Fig. 1: run 1, sequential cells grouped by signal name
Bar = 20 µm.
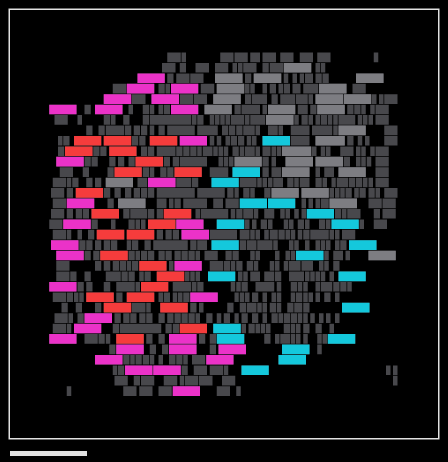
Fig. 2: run 1, signal wires by layer
Bar = 20 µm. Two of the layers only.
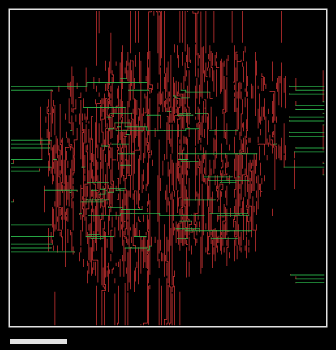
Fig. 3: run 1, placement by cell class
Bar = 20 µm. Fill, decap, tap and diode cells in gray.
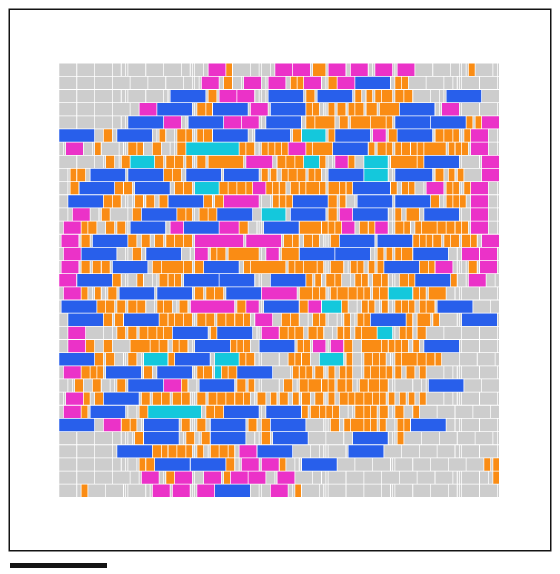
===== src/rtl/capture_receiver_of_verifla.sv =====
// capture_receiver_of_verifla
//   Host-end side of the VeriFLA capture path. Sends the run command byte to a
//   remote analyzer through a UART transmitter, then reassembles the returned
//   byte stream (most-significant byte first) into capture words and writes
//   them in order to a local dual-port capture memory (port A).
//
// Ports
//   clk, rst          : single clock, synchronous active-high reset
//   start             : one-cycle request to begin a run/collect cycle
//   busy              : high from accepted start until return to idle
//   done              : one-cycle pulse at the end of every transfer
//   timeout_err       : sticky abort flag, cleared by the next accepted start
//   words_rcvd        : words written in the current/last transfer
//   xmitH, xmit_dataH : load strobe and byte for the UART transmitter
//   xmit_doneH        : transmitter finished its byte
//   rec_dataH, rec_readyH : received byte and its one-cycle strobe
//   mem_wea, mem_addra, mem_dina : capture memory write port
module capture_receiver_of_verifla #(
    parameter int unsigned WORD_BYTES     = 4,
    parameter int unsigned ADDR_BITS      = 8,
    parameter int unsigned TIMEOUT_CYCLES = 1000000,
    parameter logic [7:0]  RUN_CMD        = 8'h01
) (
    input  logic                    clk,
    input  logic                    rst,
    input  logic                    start,
    output logic                    busy,
    output logic                    done,
    output logic                    timeout_err,
    output logic [ADDR_BITS:0]      words_rcvd,
    output logic                    xmitH,
    output logic [7:0]              xmit_dataH,
    input  logic                    xmit_doneH,
    input  logic [7:0]              rec_dataH,
    input  logic                    rec_readyH,
    output logic                    mem_wea,
    output logic [ADDR_BITS-1:0]    mem_addra,
    output logic [8*WORD_BYTES-1:0] mem_dina
);

    localparam int unsigned WORD_W = 8 * WORD_BYTES;
    localparam int unsigned CNT_W  = $clog2(TIMEOUT_CYCLES + 1);
    localparam int unsigned IDX_W  = (WORD_BYTES > 1) ? $clog2(WORD_BYTES) : 1;

    typedef enum logic [2:0] {
        IDLE,
        SEND,
        WAIT_TX,
        RECV,
        FINISH
    } state_t;

    state_t state, state_next;

    logic [WORD_W-1:0] asm_q;
    logic [WORD_W-1:0] asm_shift;
    logic [IDX_W-1:0]  byte_idx;
    logic [CNT_W-1:0]  to_cnt;

    logic active;
    logic last_write;
    logic accept;
    logic last_byte;
    logic cnt_clear;
    logic expire;

    logic busy_d;
    logic done_d;
    logic xmit_d;

    assign active     = (state == WAIT_TX) || (state == RECV);
    // Final word of the transfer is on the memory port this cycle.
    assign last_write = mem_wea && (mem_addra == '1);
    // Bytes arriving alongside the final write belong to no word and are dropped.
    assign accept     = rec_readyH && active && !last_write;
    assign last_byte  = (byte_idx == IDX_W'(WORD_BYTES - 1));
    assign asm_shift  = (asm_q << 8) | WORD_W'(rec_dataH);
    assign cnt_clear  = rec_readyH || ((state == WAIT_TX) && xmit_doneH);
    // Counter would reach TIMEOUT_CYCLES this cycle; a byte in the same cycle wins.
    assign expire     = active && !cnt_clear && (to_cnt == CNT_W'(TIMEOUT_CYCLES - 1));

    // State register
    always_ff @(posedge clk) begin
        if (rst) begin
            state <= IDLE;
        end else begin
            state <= state_next;
        end
    end

    // Next-state logic
    always_comb begin
        state_next = state;
        unique case (state)
            IDLE:    if (start) state_next = SEND;
            SEND:    state_next = WAIT_TX;
            WAIT_TX: begin
                if (expire)          state_next = FINISH;
                else if (xmit_doneH) state_next = RECV;
            end
            RECV: begin
                if (last_write || expire) state_next = FINISH;
            end
            FINISH:  state_next = IDLE;
            default: state_next = IDLE;
        endcase
    end

    // Output decode; decoded from the next state so the registered copies line
    // up with the state they belong to.
    always_comb begin
        busy_d = 1'b0;
        done_d = 1'b0;
        xmit_d = 1'b0;
        unique case (state_next)
            SEND:    begin busy_d = 1'b1; xmit_d = 1'b1; end
            WAIT_TX: busy_d = 1'b1;
            RECV:    busy_d = 1'b1;
            FINISH:  done_d = 1'b1;
            default: ;
        endcase
    end

    // Registered outputs and datapath
    always_ff @(posedge clk) begin
        if (rst) begin
            busy        <= 1'b0;
            done        <= 1'b0;
            xmitH       <= 1'b0;
            xmit_dataH  <= '0;
            timeout_err <= 1'b0;
            words_rcvd  <= '0;
            mem_wea     <= 1'b0;
            mem_addra   <= '0;
            mem_dina    <= '0;
            asm_q       <= '0;
            byte_idx    <= '0;
            to_cnt      <= '0;
        end else begin
            busy       <= busy_d;
            done       <= done_d;
            xmitH      <= xmit_d;
            xmit_dataH <= xmit_d ? RUN_CMD : 8'h00;
            mem_wea    <= 1'b0;

            if ((state == IDLE) && start) begin
                timeout_err <= 1'b0;
                words_rcvd  <= '0;
                mem_addra   <= '0;
                asm_q       <= '0;
                byte_idx    <= '0;
                to_cnt      <= '0;
            end else begin
                // Address/count advance the cycle after the write strobe so the
                // write itself presents the pre-increment address.
                if (mem_wea) begin
                    mem_addra  <= mem_addra + 1'b1;
                    words_rcvd <= words_rcvd + 1'b1;
                end

                if (accept) begin
                    if (last_byte) begin
                        mem_wea  <= 1'b1;
                        mem_dina <= asm_shift;
                        asm_q    <= '0;
                        byte_idx <= '0;
                    end else begin
                        asm_q    <= asm_shift;
                        byte_idx <= byte_idx + IDX_W'(1);
                    end
                end

                if (active) begin
                    if (cnt_clear) to_cnt <= '0;
                    else           to_cnt <= to_cnt + CNT_W'(1);
                end

                if (expire) begin
                    timeout_err <= 1'b1;
                    byte_idx    <= '0;
                    asm_q       <= '0;
                end
            end
        end
    end

endmodule

===== config.mk =====
export PLATFORM = sky130hd
export DESIGN_NAME = capture_receiver_of_verifla
export DESIGN_NICKNAME = d
export VERILOG_FILES = /design/src/rtl/capture_receiver_of_verifla.sv
export SDC_FILE = /design/constraint.sdc
export NUM_CORES = 1
export LEC_CHECK = 0
export ABC_AREA = 1
export CORE_MARGIN = 10
export CORE_UTILIZATION = 53
export DETAILED_ROUTE_END_ITERATION = 10
export PLACE_DENSITY = 0.87
export SETUP_SLACK_MARGIN = 0.4
export SLEW_MARGIN = 0
export SYNTH_ARGS = -nofsm -noshare
export SYNTH_HDL_FRONTEND = slang
export SYNTH_SLANG_ARGS = --single-unit

===== constraint.sdc =====
create_clock -name clk -period 2.25 [get_ports clk]
set_input_delay 0.3375 -clock clk [delete_from_list [all_inputs] [get_ports clk]]
set_output_delay 0.3375 -clock clk [all_outputs]
set_load 0.005 [all_outputs]

==> results.toml, run 1 <==
# flow metrics
[route]
route.detailed.drc = 0
drt_first_pass_iters = 5
post_dr_vias_cell = 5.42
dr.first_iter.drc_count = 256
ant_nets = 0

[cells_and_area]
area.sequential_um2 = 2060
layout_top_cell_excl_fill_tap = "sky130_fd_sc_hd__a21oi_1"
final_cell_mix = "sky130_fd_sc_hd__a21oi_1, sky130_fd_sc_hd__dfxtp_1, sky130_fd_sc_hd__nand2_1"
ant_cells = 0
mi_logic_area_um2 = 1940
finish.net_count = 692
final-nonclk-buf-share_pct = 16.2
clockNetworkAreaShare_pct = 4.12
layout_top_registers = "mem_dina (32), asm_q (24), to_cnt (20)"
comb_share_pct = 34.8
dominant-cell-class = "sequential cells"
drive_above_1_share_pct = 7.94
clock_buffer_count = 11
comb_cells = 392
largest_reg_flops = 32
area_growth_pct = 25.5
finish.cell_count_without_fillers = 785
final.signal_inverter_count = 82
fillerInstances = 657
num-nonclk-buffers = 87
ff_count = 103
max_flop_register = "mem_dina"

[final_timing]
rsz0062_at_grt = "yes"
final_hold_viol_count = 0
fin_crit_ns = 1.76
final_max_slew_viol_count = 0
fmax_mhz = 569
whs_ns = 0.450
pin_slew_with_the_least_headroom_to_its_limit_ns = 0.644
fin_setup_tns_ns = 0
final.period_utilization_pct = 78.2
final_setup_violation_count = 0
post-route-worst-setup-slack_ns = 0.491
worst_slew_margin_rel_pct = 57.0
clock_skew_ns = 0.0118

[yosys]
post_synth_instance_area_um2 = 4450
post-synth-top-area-cell = "sky130_fd_sc_hd__dfxtp_1"
top_area_share_pct = 46.3
synthAoiAreaFrac_pct = 18.9
synth.cells.most_frequent = "sky130_fd_sc_hd__a21oi_1, sky130_fd_sc_hd__dfxtp_1, sky130_fd_sc_hd__nand2_1, sky130_fd_sc_hd__inv_1, sky130_fd_sc_hd__nor2_1"
ys_async_sr_fraction_pct = 0
synth.area.mux_share_pct = 0
yosys_warnings = 0
chip_area_line_of_the_yosys_report_um2 = 4450
post_synth_fa_ha_maj_area_fraction_pct = 1.12
synthSimpleGateAreaFrac_pct = 21.2
number_of_storage_elements_in_the_synthesis_netlist = 103
syn_area_per_cell_um2 = 7.36
synth.comb.largest_family = "simple AND/OR/NAND/NOR gates"
synth_cell_type_count = 33
yosysSeqAreaShare_pct = 46.3
synth.cellmix.xorXnorShare_pct = 0.394
syn_inst = 605
post_synth_edffs = 0
synth_stat.cells = 605
synth-main-ff-cell = "sky130_fd_sc_hd__dfxtp_1"
ys_top_cells_by_area = "sky130_fd_sc_hd__dfxtp_1, sky130_fd_sc_hd__a21oi_1, sky130_fd_sc_hd__nand2_1"

[setup_path]
startpoint_class_of_the_critical_path = "register"
arrival_ns = 1.42
required_time_at_the_worst_slack_endpoint_ns = 1.91
timing.critical_path.to_type = "output pin"
cp_cell_sequence = "buf_4 -> clkdlybuf4s50_1"
endpoint = "mem_wea"
worst_setup_path_startpoint = "mem_wea"
reg2reg_depth = 10
crit_family = "buffers and inverters"
crit-reg2reg-launch = "mem_addra[1]"
timing.rr.end = "asm_q[22]"
critical_path_depth = 2
crit_path_category = "register to output pin"
worstPathBufferInverterCount = 2
slowest_delay_ns = 0.52
critical-path-slowest-cell = "sky130_fd_sc_hd__clkdlybuf4s50_1"
crit_path_max_fanout = 11
reg2reg_setup_slack_ns = 0.53

[die]
floorplan.die.width_um = 112
top_level_ports = 75
die_height_um = 112
initial_utilization_pct = 54.4
nWellTaps = 105
die_area_um2 = 12500

[clock_network]
root_buffer = "sky130_fd_sc_hd__clkbuf_8"
clk-insertion-delay-late_ns = 0.37
postCtsResizedCells = 6
htree_num_levels = 3
path_clk_slew_ns = 0.10
post_cts.repair.setup_buffers = 0
postCtsHoldBufs = 0
num_cts_buffers = 9
cts_tree = "done"
clock_sinks = 103
cts_buffer_depth = 2

[worst_hold_path]
whs_endpoint = "mem_dina[28]"
timing.hold.worst.class = "register to register"
hold_depth = 2
min-delay-start = "mem_dina[28]"

[placed_design]
portBuffers = 67
routabilityCongestion = 0.864
placed_cells_incl_taps = 763
detailedPlacementHpwl_um = 7650
place_ws_ns = 0.198
placedInstanceArea_um2 = 5170

[power_and_ir_drop]
pwr_density_cell_nw_per_um2 = 630
worst_ir_drop_vdd_uv = 477
finalPower_w = 0.00352
power.static_leakage_nw = 2.00

[grt]
grt_first_pass_wirelength_um = 18600
via_count_of_the_first_global_routing_pass = 3979
grt_max_degree = 35
initial_antenna_violation_count = 0
grt.overflow.total = 0

[run]
max_cap_violations = 0
warnings = 27

[run_status]
outcome = "complete, no violations"
Notes on Fig. 1 above:
- asm_q: red (flops 24)
- to_cnt: cyan (flops 20)
- mem_dina: magenta (flops 32)

Notes on Fig. 2 above:
- met2: red (wire length 6,010 µm)
- met3: green (wire length 827 µm)
wire length after detailed routing: 11,500 µm
Tot GR Track Use: 17.0%
average wire per standard cell: 14.7 µm
routed via count: 4,257

Notes on Fig. 3 above:
- clock drivers and dummy loads: cyan (cells 16; share of their area 4.2%)
- all other logic: orange (cells 474; share of their area 41%)
- flip-flops: blue (cells 103; share of their area 38%)
- other buffers and delay cells: magenta (cells 87; share of their area 17%)
final cell area excluding filler cells: 5590 µm²
Seq/total area: 37.0%
Site Rows: 33
Util after Layout: 68.3%
area of the placeable core: 8180 µm²

==> run 1: report_power, final <==
| part | internal [W] | switching, W |
|---|---|---|
| combinational | 0.000125 | 0.000194 |
| sequential | 0.00185 | 0.0000207 |
| clock | 0.000672 | 0.000658 |
==> run 1: routing by layer <==
| metal | track usage [%] | vias up | share of wire (%) | wire [µm] |
|---|---|---|---|---|
| met3 | 5.90 | 17 | 7.2 | 826 |
| met2 | 30.1 | 155 | 52 | 6010 |
| met1 | 18.8 | 1979 | 39 | 4500 |
| met4 | 4.46 | 0 | 1.4 | 160 |
| li1 | - | 2106 | - | - |
| met5 | 0 | - | 0 | 0 |
Fig. 4: run 1, local utilization
The die is cut into 11 by 11 equal tiles; black is low, pale yellow is high, 0 to 100% covered.
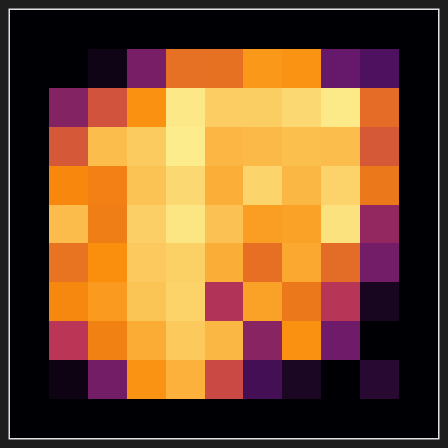

==> run 1 -> run 2 <==
- CORE_UTILIZATION: 53 -> 48
- PLACE_DENSITY: 0.87 -> 0.83
- clock period: 2.25 -> 1.4 ns (I/O delays scaled with it)
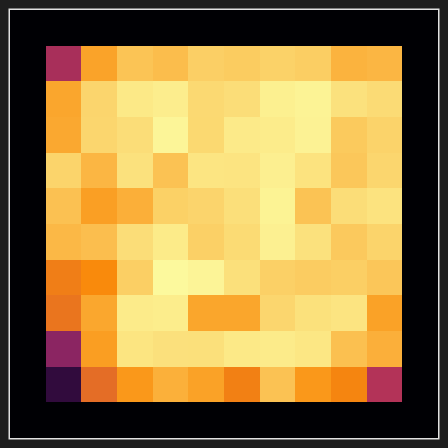
Fig. 5. Local utilization (run 2).
The die is cut into 12 by 12 equal tiles; black is low, pale yellow is high, 0 to 100% covered.
- nearly empty tiles: 31%
- emptiest ninth of the die: lower left
- fullest tile: 99%
- tiles over 75% full: 63%

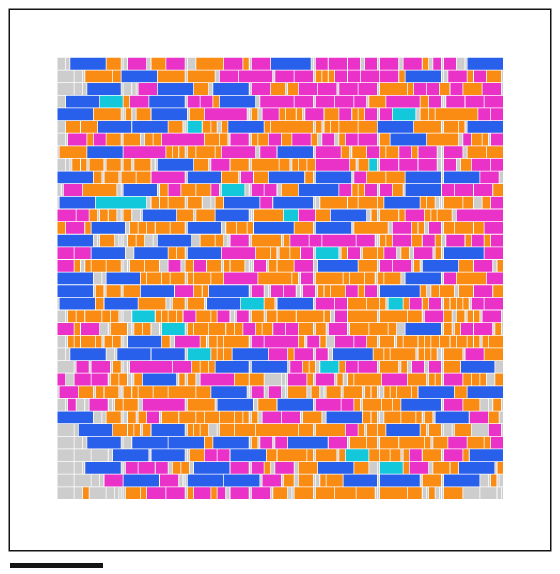
Fig. 6. Placement by cell class (run 2).
Bar = 20 µm. Fill, decap, tap and diode cells in gray.
- clock drivers and dummy loads: cyan (cells 16; share of their area 2.6%)
- flip-flops: blue (cells 103; share of their area 27%)
- other buffers and delay cells: magenta (cells 231; share of their area 29%)
- all other logic: orange (cells 476; share of their area 41%)

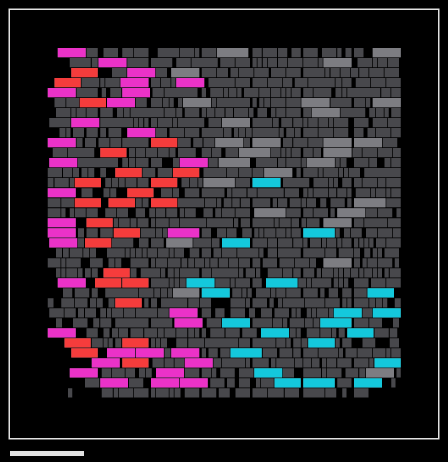
Fig. 7. Sequential cells grouped by signal name (run 2).
Bar = 20 µm.
FF/Latch Area: 2180 µm²
sequential power: 0.00302 W
Seq/total area: 26.4%
Util after Layout: 90.4%

==> run 2 against run 1 <==
Effect of this change: the flow now finishes with violations (negative setup slack); sequential share of layout area decreased by 11 points; critical path depth increased by 9; critical path type is now register to register; cell area is 48% higher; highest routed layer unchanged; largest power group unchanged.
==> results.toml, run 2 <==
# flow metrics
[run_status]
outcome = "complete, but fails checks"
failing_checks = "negative setup slack"

[route]
average_wire_per_standard_cell_um = 26.8
wl_um = 25200
wirelength_met1_um = 8040
drt_first_pass_iters = 7
ant_nets = 0
dr.first_iter.drc_count = 798
post_dr_vias_cell = 6.34
top_layer = "met4"
via_count = 5946
met2WireLength_um = 12000
met3RoutedLength_um = 2790
route.detailed.drc = 0

[power_and_ir_drop]
p_clk_w = 0.00214
netSwitchingPower_w = 0.00189
top_power_group = "sequential cells"
sw_frac_of_total_pct = 30.5
p_int_w = 0.00432
power.static_leakage_nw = 3.34
pwr-share-seq_pct = 48.6
finalPower_w = 0.00621
pwr_density_cell_nw_per_um2 = 751

[yosys]
synth.area.mux_share_pct = 0
synth_cell_type_count = 33
number_of_storage_elements_in_the_synthesis_netlist = 103
post_synth_instance_area_um2 = 4450
synthAoiAreaFrac_pct = 18.9
yosysSeqAreaShare_pct = 46.3
synth.comb.largest_family = "simple AND/OR/NAND/NOR gates"
yosys_warnings = 0
top_area_share_pct = 46.3
ys_async_sr_fraction_pct = 0
synth_stat.cells = 605
synth.cells.most_frequent = "sky130_fd_sc_hd__a21oi_1, sky130_fd_sc_hd__dfxtp_1, sky130_fd_sc_hd__nand2_1, sky130_fd_sc_hd__inv_1, sky130_fd_sc_hd__nor2_1"
synthSimpleGateAreaFrac_pct = 21.2
post-synth-top-area-cell = "sky130_fd_sc_hd__dfxtp_1"
syn_inst = 605
syn_area_per_cell_um2 = 7.36

[clock_network]
clk-insertion-delay-late_ns = 0.42
post_cts.repair.setup_buffers = 51
htree_num_levels = 3
postCtsResizedCells = 452
clock_sinks = 103
num_cts_buffers = 9
postCtsHoldBufs = 0
cts_tree = "done"

[grt]
groute.layer.met1.usage_pct = 24.0
grt_first_pass_wirelength_um = 25800
initial_antenna_violation_count = 1
grtUsageMet2_pct = 44.1
grt_util_met3_pct = 5.75
grt_max_degree = 35
gr-max-usage-layer = "met2"
via_count_of_the_first_global_routing_pass = 5259

[setup_path]
worstPathBufferInverterCount = 2
arrival_ns = 2.20
crit_path_category = "register to register"
timing.critical_path.to_type = "register"
critical-path-slowest-cell = "sky130_fd_sc_hd__dfxtp_4"
crit_family = "simple AND/OR/NAND/NOR gates"
crit-reg2reg-launch = "mem_addra[1]"
startpoint_class_of_the_critical_path = "register"
crit_path_max_fanout = 8
required_time_at_the_worst_slack_endpoint_ns = 1.69
worst_setup_path_startpoint = "mem_addra[1]"

[final_timing]
pin_slew_with_the_least_headroom_to_its_limit_ns = 0.966
fin_setup_tns_ns = -27.05
final_setup_violation_count = 95
final_max_slew_viol_count = 0
whs_ns = 0.455
rsz0062_at_grt = "yes"
clock_skew_ns = 0.0210
post-route-worst-setup-slack_ns = -0.509
worst_slew_margin_rel_pct = 35.1
final_hold_viol_count = 0
final.period_utilization_pct = 136

[placed_design]
detailedPlacementHpwl_um = 8770
placedInstanceArea_um2 = 5880
routabilityCongestion = 0.854
portBuffers = 67
place_ws_ns = -0.331
placed_cells_incl_taps = 817

[cells_and_area]
final_cell_mix = "sky130_fd_sc_hd__buf_4, sky130_fd_sc_hd__buf_6, sky130_fd_sc_hd__inv_1"
final.signal_inverter_count = 85
clock_buffer_count = 10
area_growth_pct = 85.8
layout_top_registers = "mem_dina (32), asm_q (24), to_cnt (20)"
comb_share_pct = 35.8
fillerInstances = 339
ff_count = 103
drive_above_1_share_pct = 64.3
dominant-cell-class = "multi-input combinational cells"
max_flop_register = "mem_dina"
ant_cells = 1
clockNetworkAreaShare_pct = 2.54
num-nonclk-buffers = 231
mi_logic_area_um2 = 2960
comb_cells = 391

[die]
nWellTaps = 111
die_area_um2 = 13500
placement_rows = 35
initial_utilization_pct = 48.6
floorplan.die.width_um = 116
top_level_ports = 75
die_height_um = 116

[run]
max_cap_violations = 0
warnings = 29

[worst_hold_path]
min-delay-start = "rec_dataH[5]"
## run 2: cell count changes in the layout (fill, tap and decap cells not counted), moves of 55 or more
cell / delta
sky130_fd_sc_hd__a21oi_1: -63
sky130_fd_sc_hd__buf_4: +83
sky130_fd_sc_hd__buf_6: +95
sky130_fd_sc_hd__clkdlybuf4s50_1: -55
sky130_fd_sc_hd__dfxtp_1: -70
sky130_fd_sc_hd__dfxtp_2: +58
## run 2: worst paths after layout
path | to | slack, ns | cells after the start
worst min register to register | mem_dina[29] | 0.47 | 2
worst max register to register | asm_q[20] | -0.51 | 11
worst min-delay path | asm_q[5] | 0.46 | 3
worst max-delay path | asm_q[20] | -0.51 | 11
Fig. 8: run 2, signal wires by layer
Bar = 20 µm. Two of the layers only.
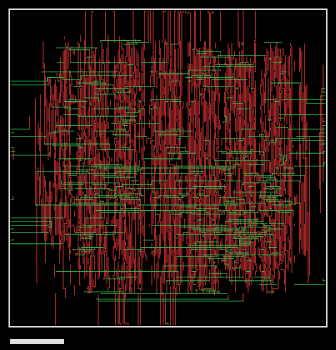

==> run 2 -> run 3 <==
- GPL_ROUTABILITY_DRIVEN: default -> 0
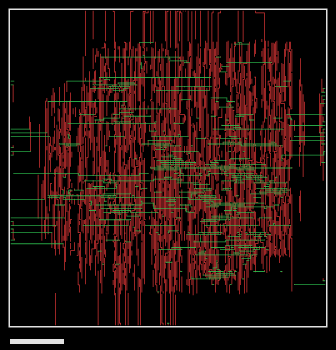
Fig. 9. Signal wires by layer (run 3).
Bar = 20 µm. Two of the layers only.
- met2: red (wire length 10,400 µm)
- met3: green (wire length 1,870 µm)
Tot GR Track Use: 21.0%
wire length after detailed routing: 21,000 µm

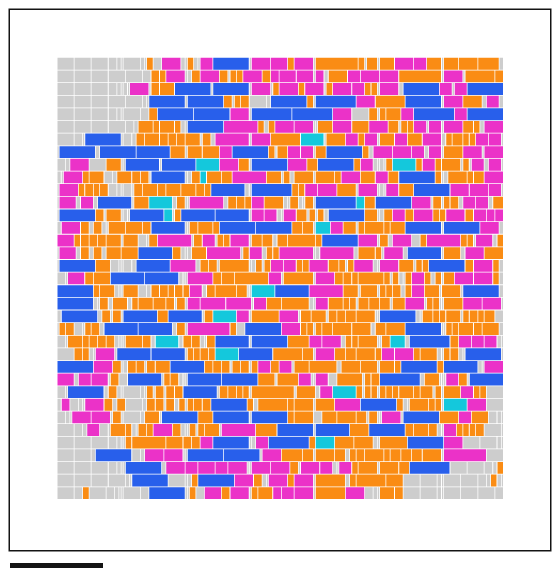
Fig. 10. Placement by cell class (run 3).
Bar = 20 µm. Fill, decap, tap and diode cells in gray.
- all other logic: orange (cells 475; share of their area 41%)
- flip-flops: blue (cells 103; share of their area 29%)
- other buffers and delay cells: magenta (cells 202; share of their area 28%)
- clock drivers and dummy loads: cyan (cells 16; share of their area 2.4%)

==> run 3 against run 2 <==
Effect of this change: maximum frequency down 1.3%; critical endpoint is now byte_idx[0]; die size unchanged; non-clock buffer count down 29; the run still ends with negative setup slack left; global-route usage down 2.9 points; first-iteration DRC count down 26%; sequential share of layout area up 1.9 points; largest cell class unchanged; count of clock-buffer cells in the layout up 1; sequential power about the same; combinational power down 6%; hold slack better by 0.0039 ns; synthesized cell count unchanged.
==> results.toml, run 3 <==
# flow metrics
[clock_network]
cts_buffer_depth = 2
postCtsHoldBufs = 0
cts_tree = "done"
clk-insertion-delay-late_ns = 0.39
num_cts_buffers = 9
htree_num_levels = 3
clock_sinks = 103
path_clk_slew_ns = 0.10
root_buffer = "sky130_fd_sc_hd__clkbuf_8"

[setup_path]
endpoint = "byte_idx[0]"
crit_path_max_fanout = 5
timing.critical_path.to_type = "register"
crit-reg2reg-launch = "mem_addra[0]"
arrival_ns = 2.23
reg2reg_setup_slack_ns = -0.53
startpoint_class_of_the_critical_path = "register"
crit_family = "simple AND/OR/NAND/NOR gates"
crit_path_category = "register to register"
critical-path-slowest-cell = "sky130_fd_sc_hd__dfxtp_4"
required_time_at_the_worst_slack_endpoint_ns = 1.70
worst_setup_path_startpoint = "mem_addra[0]"
timing.rr.end = "byte_idx[0]"

[die]
floorplan.die.width_um = 116
die_area_um2 = 13500
placement_rows = 35
die_height_um = 116
core_area_um2 = 9150
nWellTaps = 111

[final_timing]
fin_setup_tns_ns = -28.42
final_max_slew_viol_count = 0
fin_crit_ns = 1.93
rsz0062_at_grt = "yes"
pin_slew_with_the_least_headroom_to_its_limit_ns = 0.619
whs_ns = 0.459
fmax_mhz = 517
post-route-worst-setup-slack_ns = -0.535
final_setup_violation_count = 98
clock_skew_ns = 0.0129

[power_and_ir_drop]
netSwitchingPower_w = 0.00171
p_clk_w = 0.00182
share_clk_of_total_power_pct = 31.2
pwr_density_cell_nw_per_um2 = 757
finalPower_w = 0.00583
top_power_group = "sequential cells"
power_sequential_w = 0.00301
pwr-share-seq_pct = 51.6
sw_frac_of_total_pct = 29.3
power.static_leakage_nw = 3.12
worst_ir_drop_vdd_uv = 714
combPwrFrac_pct = 17.2

[route]
top_layer = "met4"
drt_first_pass_iters = 6
wirelength_met1_um = 6870
post_dr_vias_cell = 6.10
route.detailed.drc = 0
via_count = 5535
ant_nets = 0
met2WireLength_um = 10400
met3RoutedLength_um = 1870

[worst_hold_path]
min-delay-start = "rec_dataH[2]"
whs_endpoint = "mem_dina[2]"
hold_depth = 3
timing.hold.worst.class = "primary input to register"

[yosys]
syn_inst = 605
top_area_share_pct = 46.3
ys_top_cells_by_area = "sky130_fd_sc_hd__dfxtp_1, sky130_fd_sc_hd__a21oi_1, sky130_fd_sc_hd__nand2_1"
synth.cells.most_frequent = "sky130_fd_sc_hd__a21oi_1, sky130_fd_sc_hd__dfxtp_1, sky130_fd_sc_hd__nand2_1, sky130_fd_sc_hd__inv_1, sky130_fd_sc_hd__nor2_1"
yosysSeqAreaShare_pct = 46.3
post_synth_instance_area_um2 = 4450
synth-main-ff-cell = "sky130_fd_sc_hd__dfxtp_1"
number_of_storage_elements_in_the_synthesis_netlist = 103
post_synth_edffs = 0
post-synth-top-area-cell = "sky130_fd_sc_hd__dfxtp_1"
synth_stat.cells = 605
ys_async_sr_fraction_pct = 0
syn_area_per_cell_um2 = 7.36

[cells_and_area]
comb_share_pct = 35.9
seq_total_area_pct = 28.2
ff_count = 103
layout_top_cell_excl_fill_tap = "sky130_fd_sc_hd__buf_6"
largest_reg_flops = 32
clock_buffer_count = 11
finish.utilization_pct = 84.2
finish.cell_count_without_fillers = 907
drive_above_1_share_pct = 58.3
dominant-cell-class = "multi-input combinational cells"
layout_top_registers = "mem_dina (32), asm_q (24), to_cnt (20)"
stdcell_area_um2 = 7710
finish.net_count = 808
fillerInstances = 411
final_cell_mix = "sky130_fd_sc_hd__buf_6, sky130_fd_sc_hd__buf_4, sky130_fd_sc_hd__inv_1"
final.signal_inverter_count = 84
area_growth_pct = 73.2

[grt]
grt_first_pass_wirelength_um = 23000
initial_antenna_violation_count = 0
grt.overflow.total = 0
grt_max_degree = 35

[run_status]
failing_checks = "negative setup slack"
outcome = "complete, but fails checks"

[run]
max_cap_violations = 0
warnings = 29

[placed_design]
portBuffers = 67
detailedPlacementHpwl_um = 8570
placed_cells_incl_taps = 814
place_ws_ns = -0.309
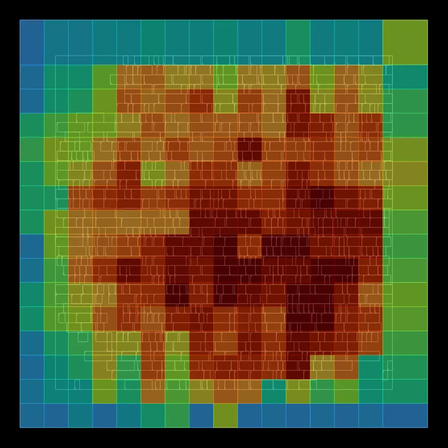
Fig. 11. Routing congestion map (run 3).
met3 usage: 5.44%
fraction of met1 tracks used by global routing: 21.2%
average wire per standard cell: 23.2 µm
layer with the highest usage after global routing: met2
met2 Track Usage GR: 39.9%

## run 3: logic make-up after synthesis
group                      count (synthesis)  synth area share, %
buffers and inverters                    117                 12.0
AOI/OAI and AO/OA                        162                 18.9
adders and majority gates                  4                 1.12
and+or+nand+nor                          216                 21.2
other                                      1               0.0843
DFF                                      103                 46.3
xor gates and xnor gates                   2                0.394
## run 3: repair_timing
action	CTS	global route
endpoints found under the setup margin	157	158
buffers inserted	41	29
gates cloned	2	5
gates resized	411	172
pin swaps	50	59
## run 3: worst min-delay path: stages
cell and delay [ns]:
sky130_fd_sc_hd__clkdlybuf4s50_1 0.42, sky130_fd_sc_hd__o21ai_1 0.14, sky130_fd_sc_hd__a21oi_1 0.04
Power figures rest on the tool's default switching activity, not on a simulated workload.
